$ cat src/rtl/stack_rf_pkg.sv
// Shared definitions for the operand stack: opcode encoding, write-data
// selects and default geometry.
package stack_rf_pkg;

  localparam int STACK_DEPTH = 14;
  localparam int STACK_WIDTH = 8;

  typedef enum logic [2:0] {
    NOP  = 3'd0,
    PUSH = 3'd1,
    REPL = 3'd2,
    BIN  = 3'd3,
    POP  = 3'd4,
    DUP  = 3'd5,
    SWAP = 3'd6,
    POP2 = 3'd7
  } stack_op_t;

  // Encodings inherited from the fixed 14 x 8 stack register file.
  localparam stack_op_t ADV_1 = PUSH;
  localparam stack_op_t ADV_0 = REPL;
  localparam stack_op_t DES_1 = BIN;

  // Source of the data on write port 0.
  typedef enum logic [1:0] {
    WSEL_DI  = 2'd0,
    WSEL_TOS = 2'd1,
    WSEL_NOS = 2'd2
  } wr_sel_t;

endpackage

$ cat src/rtl/stack_ctl.sv
// Combinational stack-op decode: legality, next stack pointer, write-port
// enables/indices and error classification, all from the pre-edge sp.
module stack_ctl
  import stack_rf_pkg::*;
#(
  parameter int DEPTH = STACK_DEPTH,
  parameter int CW    = $clog2(DEPTH + 1),
  parameter int IW    = (DEPTH > 1) ? $clog2(DEPTH) : 1
) (
  input  stack_op_t         op,
  input  logic              we,
  input  logic [CW-1:0]     sp,
  output logic              legal,
  output logic [CW-1:0]     sp_next,
  output logic              wr0_en,
  output logic [IW-1:0]     wr0_idx,
  output wr_sel_t           wr0_sel,
  output logic              wr1_en,
  output logic [IW-1:0]     wr1_idx,
  output logic              ovf,
  output logic              unf
);

  logic has1, has2, is_full;

  assign has1    = (sp >= CW'(1));
  assign has2    = (sp >= CW'(2));
  assign is_full = (sp == CW'(DEPTH));

  // NOTE: every output gets a default before the case so no path can infer a latch.
  always_comb begin
    legal   = 1'b0;
    sp_next = sp;
    wr0_en  = 1'b0;
    wr0_idx = '0;
    wr0_sel = WSEL_DI;
    wr1_en  = 1'b0;
    wr1_idx = '0;
    ovf     = 1'b0;
    unf     = 1'b0;

    if (we) begin
      // Index arithmetic lives only inside each guard, so sp-1/sp-2 never go negative.
      unique case (op)
        NOP: legal = 1'b1;
        PUSH: begin
          if (!is_full) begin
            legal   = 1'b1;
            wr0_en  = 1'b1;
            wr0_idx = IW'(sp);
            sp_next = sp + CW'(1);
          end else begin
            ovf = 1'b1;
          end
        end
        REPL: begin
          if (has1) begin
            legal   = 1'b1;
            wr0_en  = 1'b1;
            wr0_idx = IW'(sp - CW'(1));
          end else begin
            unf = 1'b1;
          end
        end
        BIN: begin
          if (has2) begin
            legal   = 1'b1;
            wr0_en  = 1'b1;
            wr0_idx = IW'(sp - CW'(2));
            sp_next = sp - CW'(1);
          end else begin
            unf = 1'b1;
          end
        end
        POP: begin
          if (has1) begin
            legal   = 1'b1;
            sp_next = sp - CW'(1);
          end else begin
            unf = 1'b1;
          end
        end
        DUP: begin
          if (!has1) begin
            unf = 1'b1;
          end else if (is_full) begin
            ovf = 1'b1;
          end else begin
            legal   = 1'b1;
            wr0_en  = 1'b1;
            wr0_idx = IW'(sp);
            wr0_sel = WSEL_TOS;
            sp_next = sp + CW'(1);
          end
        end
        SWAP: begin
          if (has2) begin
            legal   = 1'b1;
            wr0_en  = 1'b1;
            wr0_idx = IW'(sp - CW'(1));
            wr0_sel = WSEL_NOS;
            wr1_en  = 1'b1;
            wr1_idx = IW'(sp - CW'(2));
          end else begin
            unf = 1'b1;
          end
        end
        POP2: begin
          if (has2) begin
            legal   = 1'b1;
            sp_next = sp - CW'(2);
          end else begin
            unf = 1'b1;
          end
        end
      endcase
    end
  end

endmodule

$ cat src/rtl/stack_rf.sv
// Parametrised operand stack with internal stack pointer, two-port storage
// (second port used by SWAP), occupancy status and sticky error flags.
module stack_rf
  import stack_rf_pkg::*;
#(
  parameter int WIDTH = STACK_WIDTH,
  parameter int DEPTH = STACK_DEPTH,
  localparam int CW   = $clog2(DEPTH + 1)
) (
  input  logic             clk,
  input  logic             reset,
  input  logic             we,
  input  stack_op_t        op,
  input  logic [WIDTH-1:0] di,
  input  logic             clr_err,
  output logic [WIDTH-1:0] do_a,
  output logic [WIDTH-1:0] do_b,
  output logic [CW-1:0]    count,
  output logic             empty,
  output logic             full,
  output logic             overflow,
  output logic             underflow
);

  localparam int IW = (DEPTH > 1) ? $clog2(DEPTH) : 1;

  logic [WIDTH-1:0] core_q [DEPTH];
  logic [CW-1:0]    sp_q, sp_d;
  logic             ovf_q, ovf_d;
  logic             unf_q, unf_d;

  logic             legal, wr0_en, wr1_en, ovf, unf;
  logic [CW-1:0]    sp_next;
  logic [IW-1:0]    wr0_idx, wr1_idx, tos_idx, nos_idx;
  wr_sel_t          wr0_sel;
  logic [WIDTH-1:0] tos_raw, nos_raw, wr0_data;
  logic             has1, has2;

  stack_ctl #(.DEPTH(DEPTH), .CW(CW), .IW(IW)) u_ctl (
    .op      (op),
    .we      (we),
    .sp      (sp_q),
    .legal   (legal),
    .sp_next (sp_next),
    .wr0_en  (wr0_en),
    .wr0_idx (wr0_idx),
    .wr0_sel (wr0_sel),
    .wr1_en  (wr1_en),
    .wr1_idx (wr1_idx),
    .ovf     (ovf),
    .unf     (unf)
  );

  assign has1    = (sp_q >= CW'(1));
  assign has2    = (sp_q >= CW'(2));
  assign tos_idx = has1 ? IW'(sp_q - CW'(1)) : '0;
  assign nos_idx = has2 ? IW'(sp_q - CW'(2)) : '0;
  assign tos_raw = core_q[tos_idx];
  assign nos_raw = core_q[nos_idx];

  always_comb begin
    wr0_data = di;
    unique case (wr0_sel)
      WSEL_TOS: wr0_data = tos_raw;
      WSEL_NOS: wr0_data = nos_raw;
      default:  wr0_data = di;
    endcase
  end

  // A new error on the same edge as clr_err wins.
  always_comb begin
    sp_d  = legal ? sp_next : sp_q;
    ovf_d = ovf | (ovf_q & ~clr_err);
    unf_d = unf | (unf_q & ~clr_err);
  end

  // NOTE: sequential state uses non-blocking assignments so every flop samples pre-edge values.
  always_ff @(posedge clk or posedge reset) begin
    if (reset) begin
      sp_q  <= '0;
      ovf_q <= 1'b0;
      unf_q <= 1'b0;
    end else begin
      sp_q  <= sp_d;
      ovf_q <= ovf_d;
      unf_q <= unf_d;
    end
  end

  // NOTE: storage has no reset; sp alone defines which entries are live.
  always_ff @(posedge clk) begin
    if (wr1_en) core_q[wr1_idx] <= tos_raw;
    if (wr0_en) core_q[wr0_idx] <= wr0_data;
  end

  assign do_a      = has1 ? tos_raw : '0;
  assign do_b      = has2 ? nos_raw : '0;
  assign count     = sp_q;
  assign empty     = (sp_q == '0);
  assign full      = (sp_q == CW'(DEPTH));
  assign overflow  = ovf_q;
  assign underflow = unf_q;

endmodule
$ cat config.mk
export PLATFORM = sky130hd
export DESIGN_NAME = stack_rf
export DESIGN_NICKNAME = d
export VERILOG_FILES = /design/src/rtl/stack_rf_pkg.sv /design/src/rtl/stack_ctl.sv /design/src/rtl/stack_rf.sv
export SDC_FILE = /design/constraint.sdc
export NUM_CORES = 1
export LEC_CHECK = 0
export CAP_MARGIN = 20
export CORE_MARGIN = 1.5
export CORE_UTILIZATION = 55
export CTS_CLUSTER_SIZE = 14
export DETAILED_ROUTE_END_ITERATION = 6
export PLACE_DENSITY = 0.76
export SLEW_MARGIN = 15
export SYNTH_ARGS = -nofsm -noshare
export SYNTH_HDL_FRONTEND = slang
export SYNTH_SLANG_ARGS = --single-unit
$ cat constraint.sdc
create_clock -name clk -period 4.35 [get_ports clk]
set_input_delay 0.435 -clock clk [delete_from_list [all_inputs] [get_ports clk]]
set_output_delay 0.435 -clock clk [all_outputs]
set_load 0.02 [all_outputs]
Run 1, the clock network:
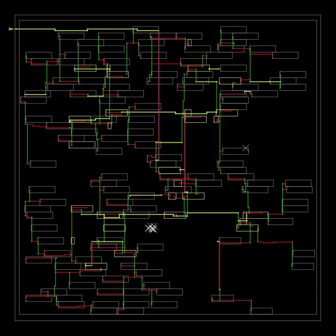
registers: 118
number of clock buffers in the layout: 18
Post-Route Skew: 0.0131 ns
clock sinks: 118

Run 1, gate-type map:
Scale: 2 px per µm.
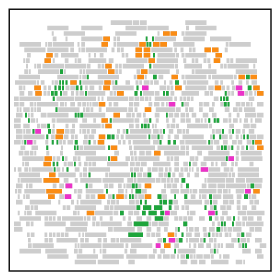
| family | color | cells |
|---|---|---|
| mux cells | orange | 63 |
| nand cells | green | 158 |
| non-inverting ao/oa cells | magenta | 15 |
highest-count logic cell in the final layout: sky130_fd_sc_hd__edfxtp_1
Finished Layout Cells: 1286

Run 1, clock distribution:
Scale: 4 px per µm.
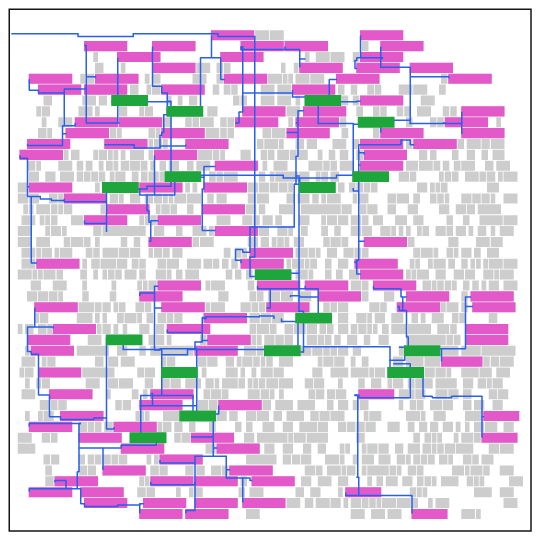
[clock drivers] green | count: 17
[clock wires] blue | length: 1670 µm
[flip-flops] magenta | count: 118
flops lie: all over the die
routed clock nets: 18
insertion delay at the late pin of the worst-skew pair: 0.42 ns

Run 1, M3 wires:
Scale: 4 px per µm.
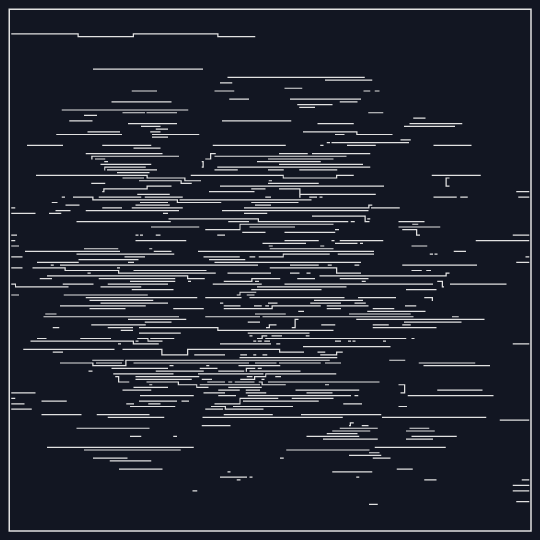
wire length on this layer: 4170 µm
share of all routed wire: 13%
nets with wire on the layer: 217
main direction: horizontal
longest straight run: 50.8 µm
total via count in the routed design: 9143
total wire length: 32400 µm

==> out/results.tsv, run 1 <==
stage	metric	value	unit
critical_path	CP max-delay cell	sky130_fd_sc_hd__clkdlybuf4s50_1	
grt	number of antenna violations at the first check in global routing	0	
grt	first-pass GRT wire length	48600	µm
cells_and_area	post-synthesis to final-layout area growth	16.2	%
clock_network	total of cells resized after clock tree synthesis	0	
final_timing	Max Transition Viols Final	0	
grt	pin count of the biggest net entering global routing	75	
clock_network	buffers from clock root to sink, at most	2	
critical_path	setup slack on the worst flop-to-flop path	0.28	ns
synth	cell type with the largest total area after synthesis	sky130_fd_sc_hd__edfxtp_1	
grt	GR Layer Usage met3	11.3	%
grt	Overall Global Routing Usage	39.4	%
floorplanning	top-level port count	39	
synth	Yosys Warn Count	0	
clock_network	post-cts hold-fix buffer tally	0	
status	violations in the final reports	DRC	
floorplanning	Tapcell Cnt	216	
cells_and_area	Final clock-cell share	5.25	%
synth	Syn Nets	1038	
synth	fraction of the yosys area taken by sequential cells	39.6	%
grt	routing usage on met1	49.7	%
clock_network	clock tree from TritonCTS	yes	
synth	proportion of register bits with asynchronous set or reset after synthesis	5.08	%
synth	Post-Syn Area	8880	µm²
final_timing	headroom to the max-slew limit	27.3	%
synth	top flip-flop cell by instance count after synthesis	sky130_fd_sc_hd__edfxtp_1	
critical_path	largest driver fanout on the critical path	15	
grt	vias in the first global route	8476	
drt	First DRT Iteration DRCs	1260	
drt	Met2 Wirelength	14700	µm
critical_path	critical path's top delay family	buffers and inverters	
cells_and_area	nets	1085	
final_timing	post-layout period usage	96.9	%
floorplanning	core region area	15800	µm²
drt	detail-routed via count per cell	7.11	
cells_and_area	count of fill cells added during filler insertion	1338	
final_timing	final critical-path required period	4.22	ns
drt	wire length on met1	11900	µm
cells_and_area	share of the final layout cell area in multi-input gates	47.1	%
grt	gr busiest metal	met2	
synth	synthesized area divided by synthesized cell count	8.77	µm²
final_timing	final hold violation count	0	
cells_and_area	share of final-layout standard cells stronger than drive strength 1	14.6	%
status	run status	finished, violations left	
floorplanning	Die Wd	130	µm
critical_path	startpoint-to-endpoint class of the critical path	reg2out	
critical_path	crit path to	do_b[4]	
clock_network	cell at the root of the clock tree	sky130_fd_sc_hd__clkbuf_16	
flow_run	tool warnings	33	
critical_path	worst setup path startpoint	count[1]$_DFFE_PP0P_	
drt	iteration count of the initial detailed-routing pass	7	
critical_path	element type at the critical path end	primary output	
cells_and_area	register fraction of the total cell area	34.1	%
synth	most area-consuming cells after synthesis	sky130_fd_sc_hd__edfxtp_1 (38%), sky130_fd_sc_hd__mux2i_1 (6.1%), sky130_fd_sc_hd__o21ai_0 (5.8%)	
final_timing	Setup TNS Final	0	ns
cells_and_area	number of flip-flops in the largest register	112	
synth	count of mapped cells out of synthesis	1013	
clock_network	number of CTS-inserted buffers	17	
place	total of buffers placed on input and output ports	38	
critical_path	Worst setup SP type	flip-flop	
critical_path	reg2reg end	core_q[1][0]$_DFFE_PP_	
cells_and_area	bufs w/o clock	128	
clock_network	H-Tree Level Count	4	
final_timing	Post-Route Hold Slack	0.251	ns
floorplanning	number of cell rows	46	
hold_path	Hold WC Path Type	in2async	
critical_path	FF-to-FF path depth	11	
floorplanning	height of the chip	130	µm
cells_and_area	total area of multi-input combinational cells	4860	µm²
critical_path	worst reg2reg path startpoint	count[1]$_DFFE_PP0P_	
floorplanning	DIE AREA	16900	µm²
critical_path	cell count along the critical path	9	
synth	most frequently used cell type in the post-synthesis netlist	sky130_fd_sc_hd__edfxtp_1	
drt	total DRC errors in the routed layout	13	
cells_and_area	top logic cells by instance count in the layout	sky130_fd_sc_hd__edfxtp_1 (112), sky130_fd_sc_hd__o21ai_0 (102), sky130_fd_sc_hd__nand2_1 (101)	
critical_path	Worst Path Buf+Inv	3	
place	HPWL Detailed	22000	µm
synth	number of cells in Yosys stat	1013	
synth	most used standard cells in the synthesized netlist	sky130_fd_sc_hd__edfxtp_1 (112), sky130_fd_sc_hd__o21ai_0 (103), sky130_fd_sc_hd__nand2_1 (101)	
synth	area share of the leading cell type in the synthesized netlist	37.9	%
cells_and_area	layout multi-input combinational cell count	776	
run 1: cell families after synthesis:
group | count (synthesis) | synth area share (%)
AND/OR/NAND/NOR | 334 | 18.5
adder cells (fa/ha/maj) | 10 | 1.41
multiplexers | 63 | 7.48
XOR/XNOR | 5 | 0.493
buffers and inverters | 119 | 6.16
flip-flops | 118 | 39.6
AND-OR/OR-AND | 364 | 26.4
run 1: metrics by stage:
step	worst slack, ns	util (%)	area [µm²]	instances
finish	0.133	65.2	10300	1286
global route	0.00895	65.2	10300	1286
CTS	0.0155	64.9	10300	1284
detailed placement	0.435	61.4	9720	1254
global placement	0.478	61.4	9710	1253
floorplan	0.0989	-	8880	1013
--- run 2 (diff from run 1) ---
--- a/config.mk
+++ b/config.mk
@@ -7,11 +7,11 @@
 export LEC_CHECK = 0
 export CAP_MARGIN = 20
 export CORE_MARGIN = 1.5
-export CORE_UTILIZATION = 55
+export CORE_UTILIZATION = 56
 export CTS_CLUSTER_SIZE = 14
 export DETAILED_ROUTE_END_ITERATION = 6
-export PLACE_DENSITY = 0.76
-export SLEW_MARGIN = 15
+export PLACE_DENSITY = 0.78
+export SLEW_MARGIN = 20
 export SYNTH_ARGS = -nofsm -noshare
 export SYNTH_HDL_FRONTEND = slang
 export SYNTH_SLANG_ARGS = --single-unit
Run 2, routed metal, one color a layer:
Scale: 2 px per µm.
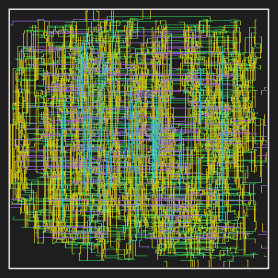
| layer | color | wire length |
|---|---|---|
| metal 4 | cyan | 1790 µm |
| metal 2 | yellow | 14400 µm |
| metal 1 | green | 11600 µm |
| metal 3 | purple | 4160 µm |
WL/cell: 25.0 µm
Overall Global Routing Usage: 39.5%

Run 2, clock distribution:
Scale: 4 px per µm.
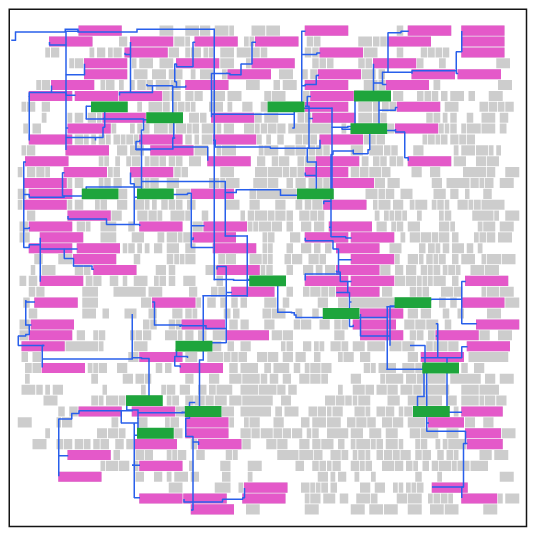
[clock wires] blue | length: 1640 µm
[flip-flops] magenta | count: 118
[clock drivers] green | count: 17
flops lie: all over the die
insertion delay at the late pin of the worst-skew pair: 0.43 ns
Post-Route Skew: 0.0110 ns

Run 2, M3 wires:
Scale: 4 px per µm.
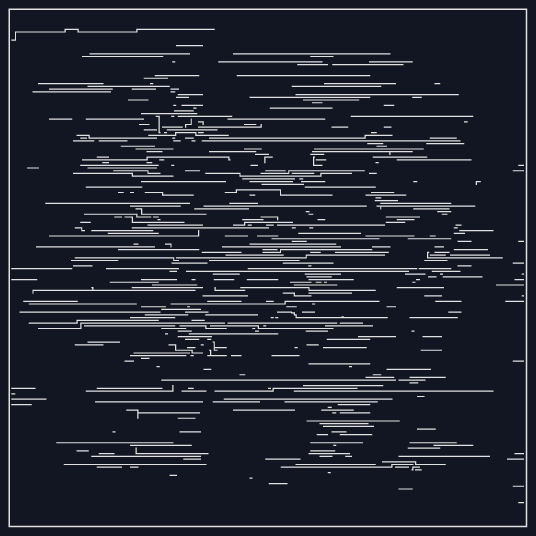
main direction: horizontal
longest straight run: 64.4 µm
wire length on this layer: 4160 µm
share of all routed wire: 13%
GR Layer Usage met3: 9.31%
total via count in the routed design: 8996
total wire length: 32000 µm

==> out/results.tsv, run 2 <==
stage	metric	value	unit	change
status	run status	finished, final reports clean		
final_timing	Setup TNS Final	0	ns	unchanged
clock_network	clock tree from TritonCTS	yes		
cells_and_area	final core occ	67.1	%	+1.9 points
clock_network	total of cells resized after clock tree synthesis	3		+3
clock_network	buffers from clock root to sink, at most	2		unchanged
final_timing	headroom to the max-slew limit	35.5	%	+8.2 points
drt	detail-routed via count per cell	7.04		-0.99%
final_timing	Max Clock Freq	233	MHz	
final_timing	final hold violation count	0		unchanged
critical_path	largest driver fanout on the critical path	22		+7
critical_path	Worst setup SP type	flip-flop		
floorplanning	DIE AREA	16600	µm²	-1.7%
final_timing	Max Transition Viols Final	0		unchanged
place	placed standard-cell area	9670	µm²	-0.51%
clock_network	cell at the root of the clock tree	sky130_fd_sc_hd__clkbuf_16		
clock_network	Setup Fix Bufs, Post-CTS	0		
cells_and_area	post-route cell area	10300	µm²	unchanged
final_timing	post-layout period usage	98.8	%	+1.9 points
synth	most used standard cells in the synthesized netlist	sky130_fd_sc_hd__edfxtp_1 (112), sky130_fd_sc_hd__o21ai_0 (103), sky130_fd_sc_hd__nand2_1 (101)		
place	pre-CTS setup slack	0.277	ns	-0.158 ns
drt	met3 wirelength from detailed routing	4160	µm	
drt	wire length on met1	11600	µm	-2.0%
drt	Met2 Wirelength	14400	µm	-1.8%
synth	cell type with the largest total area after synthesis	sky130_fd_sc_hd__edfxtp_1		
synth	number of enable-type register cells in the synthesized netlist	112		
critical_path	cell-by-cell trace of the critical path	buf_4 -> ha_1 -> nor3_2 -> or2_4 -> o21ai_0 -> a31oi_1 -> nor3_1 -> nor3_1 -> clkdlybuf4s50_1		
critical_path	FF-to-FF path depth	12		+1
synth	most area-consuming cells after synthesis	sky130_fd_sc_hd__edfxtp_1 (38%), sky130_fd_sc_hd__mux2i_1 (6.1%), sky130_fd_sc_hd__o21ai_0 (5.8%)		
synth	Post-Syn Area	8880	µm²	unchanged
final_timing	post-route setup slack	0.0512	ns	-0.0823 ns
cells_and_area	Largest Register	core_q		
synth	Syn Nets	1038		unchanged
grt	residual overflow from global routing	0		
critical_path	startpoint-to-endpoint class of the critical path	reg2out		
synth	top flip-flop cell by instance count after synthesis	sky130_fd_sc_hd__edfxtp_1		
critical_path	critical path data required time	3.91	ns	
flow_run	number of maximum-capacitance violations	0		
floorplanning	top-level port count	39		unchanged
hold_path	Hold WC Path Type	in2async		
critical_path	setup slack on the worst flop-to-flop path	0.36	ns	+0.08 ns
critical_path	worst reg2reg path startpoint	count[1]$_DFFE_PP0P_		
cells_and_area	highest-count logic cell in the final layout	sky130_fd_sc_hd__edfxtp_1		
floorplanning	Initial Utilization	57.8	%	
critical_path	worst setup path startpoint	count[1]$_DFFE_PP0P_		
grt	met2 Use GR	61.0	%	
floorplanning	core region area	15400	µm²	-2.9%
drt	total DRC errors in the routed layout	0		-13
drt	post-detailed-route count of antenna-violating nets	0		
critical_path	arrival time at the worst endpoint	3.86	ns	
critical_path	cell count along the critical path	9		unchanged
synth	proportion of register bits with asynchronous set or reset after synthesis	5.08	%	unchanged
drt	iteration count of the initial detailed-routing pass	6		-1
clock_network	clock-pin slew on the worst setup and hold paths	0.06	ns	
clock_network	H-Tree Level Count	4		unchanged
critical_path	reg2reg end	core_q[9][3]$_DFFE_PP_		
clock_network	number of CTS-inserted buffers	17		unchanged
grt	first-pass GRT wire length	48300	µm	-0.65%
synth	count of mapped cells out of synthesis	1013		unchanged
synth	most frequently used cell type in the post-synthesis netlist	sky130_fd_sc_hd__edfxtp_1		
critical_path	CP max-delay cell	sky130_fd_sc_hd__clkdlybuf4s50_1		
grt	vias in the first global route	8366		-1.3%
drt	First DRT Iteration DRCs	1459		+16%
cells_and_area	top logic cells by instance count in the layout	sky130_fd_sc_hd__edfxtp_1 (112), sky130_fd_sc_hd__o21ai_0 (103), sky130_fd_sc_hd__nand2_1 (100)		
synth	synthesis area per yosys	8880	µm²	
clock_network	clock sinks	118		unchanged
floorplanning	Die Wd	129	µm	-0.88%
cells_and_area	share of final-layout standard cells stronger than drive strength 1	14.7	%	+0.13 points
synth	Yosys Warn Count	0		unchanged
grt	routing usage on met1	51.7	%	+2.0 points
synth	synthesized area divided by synthesized cell count	8.77	µm²	unchanged
critical_path	most common cell type on the critical path	sky130_fd_sc_hd__nor3_1		
cells_and_area	n_diodes	0		
synth	area share of the leading cell type in the synthesized netlist	37.9	%	unchanged
final_timing	slew of the pin with the lowest slew margin	0.959	ns	
final_timing	Post-Route Hold Slack	0.222	ns	-0.0292 ns
critical_path	delay of the slowest cell on the worst path	0.68	ns	
critical_path	crit path to	do_b[6]		
critical_path	Worst Path Buf+Inv	2		-1
flow_run	tool warnings	33		unchanged
grt	number of antenna violations at the first check in global routing	0		unchanged
final_timing	final setup violating endpoints	0		
synth	flip-flop and latch count after synthesis	118		
final_timing	final critical-path required period	4.30	ns	+0.0823 ns
place	total of buffers placed on input and output ports	38		unchanged
drt	highest signal layer in the routed design	met4		
cells_and_area	nets	1079		-0.55%
place	number of placed instances with taps included	1242		-0.96%
cells_and_area	number of flip-flops in the largest register	112		unchanged
place	routability congestion estimate	1.00		
synth	fraction of the yosys area taken by sequential cells	39.6	%	unchanged
synth	number of cells in Yosys stat	1013		unchanged
grt	gr busiest metal	met2		
grt	pin count of the biggest net entering global routing	64		-15%
cells_and_area	Finished Layout Cells	1278		-0.62%
critical_path	element type at the critical path end	primary output		
clock_network	post-cts hold-fix buffer tally	0		unchanged
floorplanning	number of cell rows	45		-2.2%
place	HPWL Detailed	21900	µm	-0.57%
cells_and_area	post-synthesis to final-layout area growth	16.2	%	unchanged
critical_path	critical path's top delay family	simple AND/OR/NAND/NOR gates		
floorplanning	height of the chip	129	µm	-0.88%
synth	post-synth cell types	71		
## run 2: cell counts after synthesis
Identical to the previous run, type by type.
## run 2: logic make-up (layout without fill, tap and decap cells)
kind of cell             count (synthesis)  in the layout  share of synthesized area [%]
buffers and inverters                  119            173                           6.16
AND/OR/NAND/NOR                        334            334                           18.5
multiplexers                            63             63                           7.48
XOR/XNOR                                 5              5                          0.493
AND-OR/OR-AND                          364            364                           26.4
adder cells (fa/ha/maj)                 10             10                           1.41
flip-flops                             118            118                           39.6
## run 2: area by class of cell
class                   count  area (µm²)
well taps                 211         264
inverters                  19        71.3
flip-flops and latches    118        3520
clock inverters            14         151
repair buffers            122        1020
fillers                  1232        5050
clock buffers              18         429
multi-input cells         776        4870
--- run 3 (diff from run 2) ---
--- a/config.mk
+++ b/config.mk
@@ -6,7 +6,7 @@
 export NUM_CORES = 1
 export LEC_CHECK = 0
 export CAP_MARGIN = 20
-export CORE_MARGIN = 1.5
+export CORE_MARGIN = 1
 export CORE_UTILIZATION = 56
 export CTS_CLUSTER_SIZE = 14
 export DETAILED_ROUTE_END_ITERATION = 6
Run 3, clock distribution:
Scale: 4 px per µm.
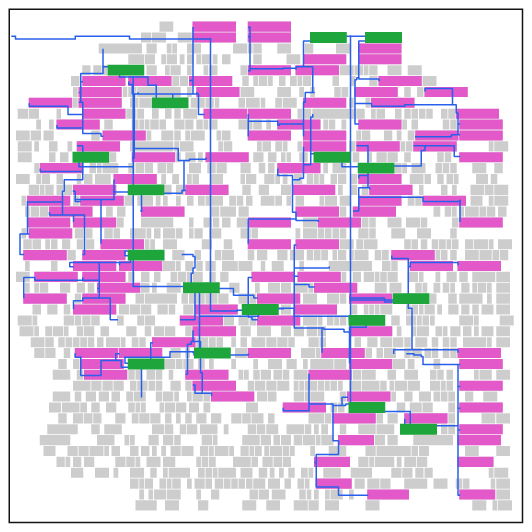
[clock wires] blue | length: 1650 µm
[flip-flops] magenta | count: 118
[clock drivers] green | count: 17
routed clock nets: 18
flops lie: all over the die

Run 3, M3 wires:
Scale: 4 px per µm.
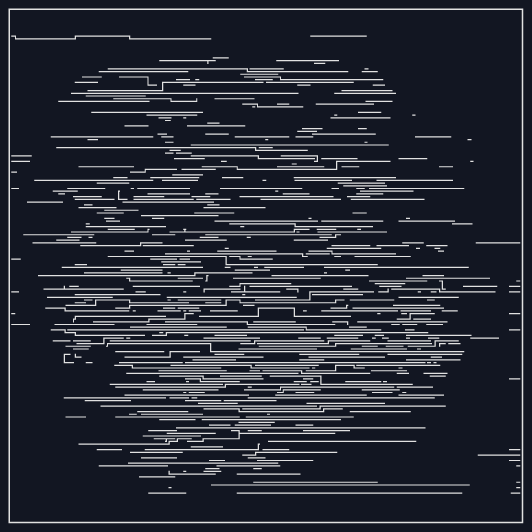
longest straight run: 65.3 µm
share of all routed wire: 17%
wire length on this layer: 5720 µm
GR Layer Usage met3: 13.4%
total wire length: 33200 µm
total via count in the routed design: 9093

Run 3, routed metal, one color a layer:
Scale: 2 px per µm.
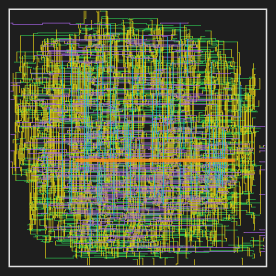
| layer | color | wire length |
|---|---|---|
| metal 1 | green | 11900 µm |
| metal 4 | cyan | 1770 µm |
| metal 5 | orange | 78.2 µm |
| metal 2 | yellow | 13700 µm |
| metal 3 | purple | 5720 µm |
WL/cell: 26.1 µm
Overall Global Routing Usage: 41.3%

==> out/results.tsv, run 3 <==
stage	metric	value	unit	change
status	run status	finished, violations left		
status	violations in the final reports	DRC		
clock_network	clock tree from TritonCTS	yes		
critical_path	FF-to-FF path depth	9		-3
drt	iteration count of the initial detailed-routing pass	7		+1
place	HPWL Detailed	22000	µm	+0.32%
synth	post-synth cell types	71		unchanged
cells_and_area	Area-dominant class	combinational gates		
clock_network	Setup Fix Bufs, Post-CTS	0		unchanged
grt	routing usage on met1	55.3	%	+3.6 points
grt	gr busiest metal	met2		
critical_path	cell count along the critical path	9		unchanged
grt	met2 Use GR	59.4	%	-1.6 points
critical_path	worst reg2reg path startpoint	count[2]$_DFFE_PP0P_		
clock_network	clock sinks	118		unchanged
cells_and_area	share of final-layout standard cells stronger than drive strength 1	14.1	%	-0.66 points
cells_and_area	bufs w/o clock	115		-5.7%
synth	top flip-flop cell by instance count after synthesis	sky130_fd_sc_hd__edfxtp_1		
synth	Syn Nets	1038		unchanged
critical_path	worst setup path startpoint	count[1]$_DFFE_PP0P_		
flow_run	tool warnings	33		unchanged
synth	fraction of the yosys area taken by sequential cells	39.6	%	unchanged
final_timing	Setup TNS Final	0	ns	unchanged
critical_path	startpoint-to-endpoint class of the critical path	reg2out		
final_timing	headroom to the max-slew limit	34.2	%	-1.3 points
synth	count of mapped cells out of synthesis	1013		unchanged
clock_network	insertion delay at the late pin of the worst-skew pair	0.43	ns	about the same
cells_and_area	Reg area	3520	µm²	unchanged
floorplanning	Initial Utilization	58.0	%	+0.21 points
clock_network	post-cts hold-fix buffer tally	0		unchanged
cells_and_area	nets	1072		-0.65%
final_timing	post-layout period usage	98.0	%	-0.84 points
critical_path	Worst Path Buf+Inv	3		+1
cells_and_area	n_diodes	0		unchanged
place	pre-CTS setup slack	0.276	ns	-0.00124 ns
final_timing	Max Transition Viols Final	0		unchanged
critical_path	setup slack on the worst flop-to-flop path	0.22	ns	-0.14 ns
flow_run	number of maximum-capacitance violations	0		unchanged
synth	most frequently used cell type in the post-synthesis netlist	sky130_fd_sc_hd__edfxtp_1		
synth	most area-consuming cells after synthesis	sky130_fd_sc_hd__edfxtp_1 (38%), sky130_fd_sc_hd__mux2i_1 (6.1%), sky130_fd_sc_hd__o21ai_0 (5.8%)		
grt	vias in the first global route	8193		-2.1%
critical_path	element type at the critical path end	primary output		
critical_path	critical path's top delay family	buffers and inverters		
cells_and_area	non-clock inverter count	19		unchanged
critical_path	largest driver fanout on the critical path	22		unchanged
final_timing	post-route setup slack	0.0878	ns	+0.0366 ns
critical_path	delay of the slowest cell on the worst path	0.56	ns	-0.12 ns
final_timing	final hold violation count	0		unchanged
floorplanning	top-level port count	39		unchanged
clock_network	clock-pin slew on the worst setup and hold paths	0.06	ns	about the same
drt	First DRT Iteration DRCs	1890		+30%
synth	synthesized area divided by synthesized cell count	8.77	µm²	unchanged
final_timing	slew of the pin with the lowest slew margin	0.977	ns	+0.0183 ns
cells_and_area	count of fill cells added during filler insertion	1275		+3.5%
critical_path	cell-by-cell trace of the critical path	buf_4 -> ha_1 -> nor3_4 -> nor2_1 -> buf_4 -> a21oi_1 -> a221oi_1 -> nor3_1 -> clkdlybuf4s50_1		
synth	synthesis area per yosys	8880	µm²	unchanged
critical_path	critical path data required time	3.91	ns	about the same
floorplanning	DIE AREA	16400	µm²	-1.5%
final_timing	final setup violating endpoints	0		unchanged
grt	first-pass GRT wire length	49300	µm	+2.0%
place	number of placed instances with taps included	1237		-0.40%
drt	met3 wirelength from detailed routing	5720	µm	+37%
clock_network	total of cells resized after clock tree synthesis	4		+1
cells_and_area	Largest Register	core_q		
floorplanning	Die Wd	128	µm	-0.78%
synth	number of cells in Yosys stat	1013		unchanged
final_timing	final critical-path required period	4.26	ns	-0.0366 ns
drt	total DRC errors in the routed layout	1		+1
critical_path	reg2reg end	core_q[8][3]$_DFFE_PP_		
synth	cell type with the largest total area after synthesis	sky130_fd_sc_hd__edfxtp_1		
floorplanning	Tapcell Cnt	211		unchanged
critical_path	Worst setup SP type	flip-flop		
cells_and_area	Non-clock buffering overhead	9.36	%	-0.54 points
cells_and_area	register fraction of the total cell area	34.1	%	+0.062 points
cells_and_area	Finished Layout Cells	1271		-0.55%
clock_network	number of CTS-inserted buffers	17		unchanged
critical_path	arrival time at the worst endpoint	3.83	ns	-0.03 ns
cells_and_area	highest-count logic cell in the final layout	sky130_fd_sc_hd__edfxtp_1		
cells_and_area	share of the final layout cell area in multi-input gates	47.1	%	-0.084 points
grt	number of antenna violations at the first check in global routing	1		+1
final_timing	Max Clock Freq	235	MHz	+0.86%
cells_and_area	post-route cell area	10300	µm²	-0.18%
cells_and_area	Final clock-cell share	6.18	%	+0.56 points
synth	area share of the leading cell type in the synthesized netlist	37.9	%	unchanged
synth	proportion of register bits with asynchronous set or reset after synthesis	5.08	%	unchanged
cells_and_area	registers	118		unchanged
drt	Met2 Wirelength	13700	µm	-4.7%
place	total of buffers placed on input and output ports	38		unchanged
critical_path	most common cell type on the critical path	sky130_fd_sc_hd__buf_4		
hold_path	Hold WC Path Type	in2async		
clock_network	H-Tree Level Count	4		unchanged
cells_and_area	total area of multi-input combinational cells	4850	µm²	-0.36%
synth	flip-flop and latch count after synthesis	118		unchanged
cells_and_area	final core occ	67.3	%	+0.12 points
floorplanning	core region area	15300	µm²	-0.37%
floorplanning	number of cell rows	45		unchanged
synth	number of enable-type register cells in the synthesized netlist	112		unchanged
synth	Yosys Warn Count	0		unchanged
cells_and_area	number of flip-flops in the largest register	112		unchanged
clock_network	cell at the root of the clock tree	sky130_fd_sc_hd__clkbuf_16		
final_timing	Post-Route Hold Slack	0.236	ns	+0.0142 ns
drt	detail-routed via count per cell	7.15		+1.6%
place	routability congestion estimate	1.04		+3.8%
grt	residual overflow from global routing	0		unchanged
cells_and_area	layout multi-input combinational cell count	776		unchanged
clock_network	buffers from clock root to sink, at most	2		unchanged
drt	wire length on met1	11900	µm	+2.0%
place	placed standard-cell area	9620	µm²	-0.48%
cells_and_area	top logic cells by instance count in the layout	sky130_fd_sc_hd__edfxtp_1 (112), sky130_fd_sc_hd__nand2_1 (101), sky130_fd_sc_hd__o21ai_0 (101)		
drt	highest signal layer in the routed design	met5		
grt	pin count of the biggest net entering global routing	58		-9.4%
synth	Post-Syn Area	8880	µm²	unchanged
floorplanning	height of the chip	128	µm	-0.78%
critical_path	crit path to	do_b[4]		
drt	post-detailed-route count of antenna-violating nets	0		unchanged
cells_and_area	number of clock buffers in the layout	18		unchanged
critical_path	CP max-delay cell	sky130_fd_sc_hd__a221oi_1		
final_timing	RSZ-0062 raised after global routing	false		
synth	most used standard cells in the synthesized netlist	sky130_fd_sc_hd__edfxtp_1 (112), sky130_fd_sc_hd__o21ai_0 (103), sky130_fd_sc_hd__nand2_1 (101)		
cells_and_area	post-synthesis to final-layout area growth	16.0	%	
final_timing	Post-Route Skew	0.00598	ns	-0.00506 ns
-- run 3: cell count changes in the layout (fill, tap and decap cells not counted), sizes merged --
cell           before  now
dlymetal6s2s        0    1
buf                84   77
inv                22   19
clkinvlp            4    0
clkinv              5    9
clkdlybuf4s50      38   37
bufinv              2    5
-- run 3: kinds of logic (layout without fill, tap and decap cells) --
family / Yosys count / count (layout) / synth area share, %
AND/OR/NAND/NOR: 334 / 334 / 18.5
buffers and inverters: 119 / 166 / 6.16
adder cells (fa/ha/maj): 10 / 10 / 1.41
AND-OR/OR-AND: 364 / 364 / 26.4
XOR/XNOR: 5 / 5 / 0.493
multiplexers: 63 / 63 / 7.48
flip-flops: 118 / 118 / 39.6
